ff_map.png
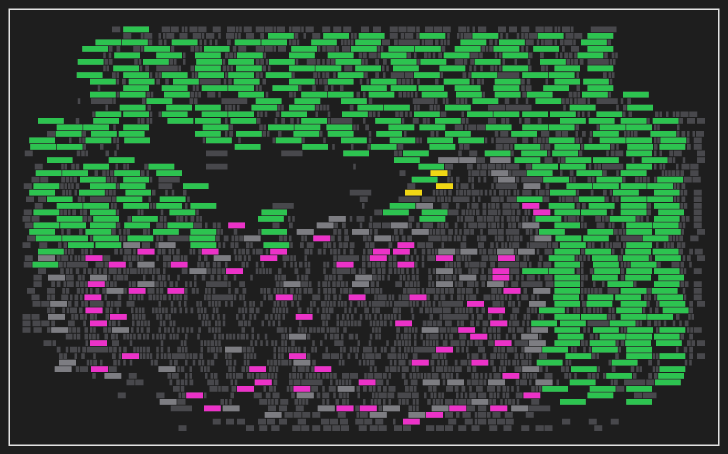
gates.png
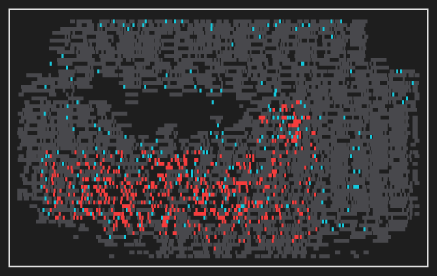
==> config.mk <==
export PLATFORM = sky130hd
export DESIGN_NAME = fetch_unit
export DESIGN_NICKNAME = d
export VERILOG_FILES = /design/src/rtl/fetch_pkg.sv /design/src/rtl/fetch_fifo.sv /design/src/rtl/fetch_unit.sv
export SDC_FILE = /design/constraint.sdc
export NUM_CORES = 1
export LEC_CHECK = 0
export ABC_AREA = 1
export CORE_ASPECT_RATIO = 0.6
export CORE_MARGIN = 5
export CORE_UTILIZATION = 52
export CTS_CLUSTER_DIAMETER = 50
export CTS_CLUSTER_SIZE = 30
export DETAILED_ROUTE_END_ITERATION = 8
export PLACE_DENSITY = 0.87
export SYNTH_ARGS = -nofsm -noshare
export SYNTH_HDL_FRONTEND = slang
export SYNTH_SLANG_ARGS = --single-unit
==> constraint.sdc <==
create_clock -name i_clk -period 7.5 [get_ports i_clk]
set_input_delay 1.5 -clock i_clk [delete_from_list [all_inputs] [get_ports i_clk]]
set_output_delay 1.5 -clock i_clk [all_outputs]
set_load 0.1 [all_outputs]
==> impl_results.rst <==
Physical design figures
=======================

.. list-table::
   :header-rows: 1

   * - Metric
     - Value
   * - Switching Share
     - 0.519
   * - Placeable Area
     - 0.0479 mm2
   * - Cell count in the Yosys report
     - 2932
   * - Worst clock skew
     - 39.1 ps
   * - Antenna violations before repair
     - 9
   * - Total clock buffers created by CTS
     - 34
   * - Top cell type's share of synthesized area
     - 0.461
   * - Dominant synthesized flop cell
     - sky130_fd_sc_hd__edfxtp_1
   * - Synthesized netlist net count
     - 3040
   * - Worst VDD drop
     - 0.000415 V
   * - Reg2reg setup slack
     - 3270 ps
   * - Ratio of cells with drive above 1 in the final layout
     - 0.0540
   * - Port Buf Inserts
     - 266
   * - Routability cong.
     - 1.02
   * - Hold Buf Count CTS
     - 0
   * - Yosys stat area
     - 0.0253 mm2
   * - Kind of path behind the tightest hold check
     - reg2reg
   * - Part of the cycle the worst path needs
     - 0.773
   * - Initial DRT Pass Iterations
     - 6
   * - Number of cells on the worst hold path
     - 2
   * - Starting DRC count in detailed routing
     - 3014
   * - Relative slew margins
     - 0.278
   * - Unrepaired setup endpoints after global routing
     - no
   * - Run status
     - completed
   * - Tot Pwr
     - 14.5 mW
   * - Cell type with the largest total area
     - sky130_fd_sc_hd__edfxtp_1
   * - Portion of total power attributed to sequential cells
     - 0.333
   * - Mean post-synth cell area
     - 8.62 um2
   * - Share of power burned in combinational logic
     - 0.517
   * - Area of the die
     - 0.0532 mm2
   * - Routed WL
     - 76500 um
   * - Net count, final
     - 3191
   * - Worst-case reg-to-reg path depth
     - 13
   * - Required time of the critical path
     - 6000 ps
   * - Vias per std cell
     - 5.81
   * - Maximum clock insertion buffer count
     - 3
   * - First-pass GRT wire length
     - 118000 um
   * - Clock latency of the later-clocked register in the worst-skew pair
     - 570 ps
   * - Commonest cells in the netlist
     - 679 x sky130_fd_sc_hd__nor2_1, 443 x sky130_fd_sc_hd__nand2_1, 388 x sky130_fd_sc_hd__edfxtp_1
   * - Clk network pwr share
     - 0.151
   * - Number of ports placed on the die boundary
     - 267
   * - Leakage power
     - 10.6 nW
   * - Maximum number of pins on one net before global-route repair
     - 104
   * - Post-synthesis cell count
     - 2932
   * - Post-detailed-route wirelength per cell
     - 20.4 um
   * - Root cell of the clock tree
     - sky130_fd_sc_hd__clkbuf_16
   * - Count of warnings emitted by yosys
     - 0
   * - HPWL after DPL
     - 49700 um
   * - Layout area overhead
     - 17.2%
   * - Number of vias after detailed routing
     - 21.8k
   * - Residual overflow from global routing
     - 0
   * - Number of antenna-violating nets in the routed design
     - 0
   * - Share of async-settable or async-resettable flops after synthesis
     - 0
   * - Final Slew Violations
     - 0
   * - Largest fanout of any net on the critical path
     - 42
   * - Width of the die
     - 295 um
   * - Flops out of synthesis
     - 528
   * - Fraction of the yosys area taken by sequential cells
     - 0.572
   * - Endpoint class of the critical path
     - primary output
   * - DRC errors left
     - 0
   * - Most numerous cell in the Yosys netlist
     - sky130_fd_sc_hd__nor2_1
   * - Number of sinks driven by the clock tree
     - 528
   * - Fmax achieved
     - 172 MHz
   * - Max-cap check violation count
     - 0
   * - Final-report setup violation count
     - 0
   * - Global-route usage over all layers
     - 0.278
   * - Max FFs per register
     - 388
   * - PostCTS Resize Cnt
     - 0
   * - Post-CTS clock slew at the launch and capture registers of the worst setup and hold paths
     - 110 ps
Back to the opening pictures, ff_map.png:
legend:
  o_ic_addr:
    color: magenta
    sequential_cells: 64
  u_fifo.count_reg:
    color: yellow
    sequential_cells: 3
  u_fifo.mem:
    color: green
    sequential_cells: 388
not colored: 73
proportion of cell area occupied by registers: 0.489
P_seq: 4.82 mW
share of the core filled with cells in the final layout: 0.617

Back to the opening pictures, gates.png:
legend:
  inv cells:
    color: cyan
    cells: 214
    where: widely spread
  nand cells:
    color: red
    cells: 503
most common logic cell in the routed design: sky130_fd_sc_hd__nor2_1
fraction of area in multi-input gates: 0.315
filler-free cell count of the finished design: 3753

==> kinds of logic after synthesis <==
group / after synthesis / synth area share
buf+inv: 393 / 0.0608
flops: 528 / 0.572
compound gates: 756 / 0.161
simple gates: 1223 / 0.194
fa+ha+maj: 5 / 0.00277
xor+xnor: 27 / 0.00936
==> metal layers <==
metal	part of all wire	global-route usage	wire length (um)	vias up
li1	-	-	-	10200
met1	0.41	0.397	31000	10100
met2	0.44	0.417	33400	1326
met3	0.12	0.0767	9470	168
met4	0.034	0.0838	2580	10
met5	0.00075	0	57	-
==> worst max-delay path, stage by stage, from the launching register on <==
cell	delay (ps)
sky130_fd_sc_hd__dfxtp_4	690
sky130_fd_sc_hd__clkinv_2	470
sky130_fd_sc_hd__buf_4	440
sky130_fd_sc_hd__buf_4	360
sky130_fd_sc_hd__nor2_1	140
sky130_fd_sc_hd__o21ai_0	80
sky130_fd_sc_hd__a21oi_1	290
sky130_fd_sc_hd__clkdlybuf4s50_1	1220
==> cell type report <==
cell class | count | area (um2)
Fill cell | 3945 | 18300
Clock inverter | 22 | 348
Timing Repair Buffer | 294 | 2890
Antenna cell | 4 | 10.0
Multi-Input combinational cell | 2011 | 9330
Clock buffer | 40 | 947
Sequential cell | 528 | 14500
Inverter | 214 | 811
Tap cell | 640 | 801
==> cell usage in the layout, fill, tap and decap left out, drive strengths merged, types with 2 or more instances in the layout <==
cell type / count
nor2: 698
nor3: 15
nor3b: 2
nand3b: 2
clkinv: 15
nand2: 456
bufinv: 2
o21a: 2
edfxtp: 388
or2: 5
nand4: 9
a21oi: 276
buf: 30
ha: 4
inv: 218
diode: 4
o21ai: 398
clkdlybuf4s50: 264
dfxtp: 140
nand3: 36
o32ai: 51
o22ai: 15
a31oi: 3
xnor2: 12
o211ai: 9
clkbuf: 40
xor2: 15
==> metrics by stage <==
step,hold slack (ps),area (um2),utilization,setup WS (ps),instances
floorplan,444,25300,-,395,2932
global placement,458,28300,0.590,2320,3687
detailed placement,460,28300,0.590,2210,3687
CTS,475,29600,0.617,1730,3749
global route,496,29600,0.617,1490,3752
finish,474,29600,0.617,1700,3753
==> power groups by stage <==
stage	clock, mW	sequential, mW	combinational, mW
6_report	2.18	4.82	7.48
5_1_grt	2.31	4.87	7.93
4_1_cts	2.20	4.79	7.43
3_5_place_dp	0	4.86	7.40
3_3_place_gp	0	4.83	7.29
2_1_floorplan	0	5.59	4.61
No activity file was given, so power comes from the tool's default toggle rates.
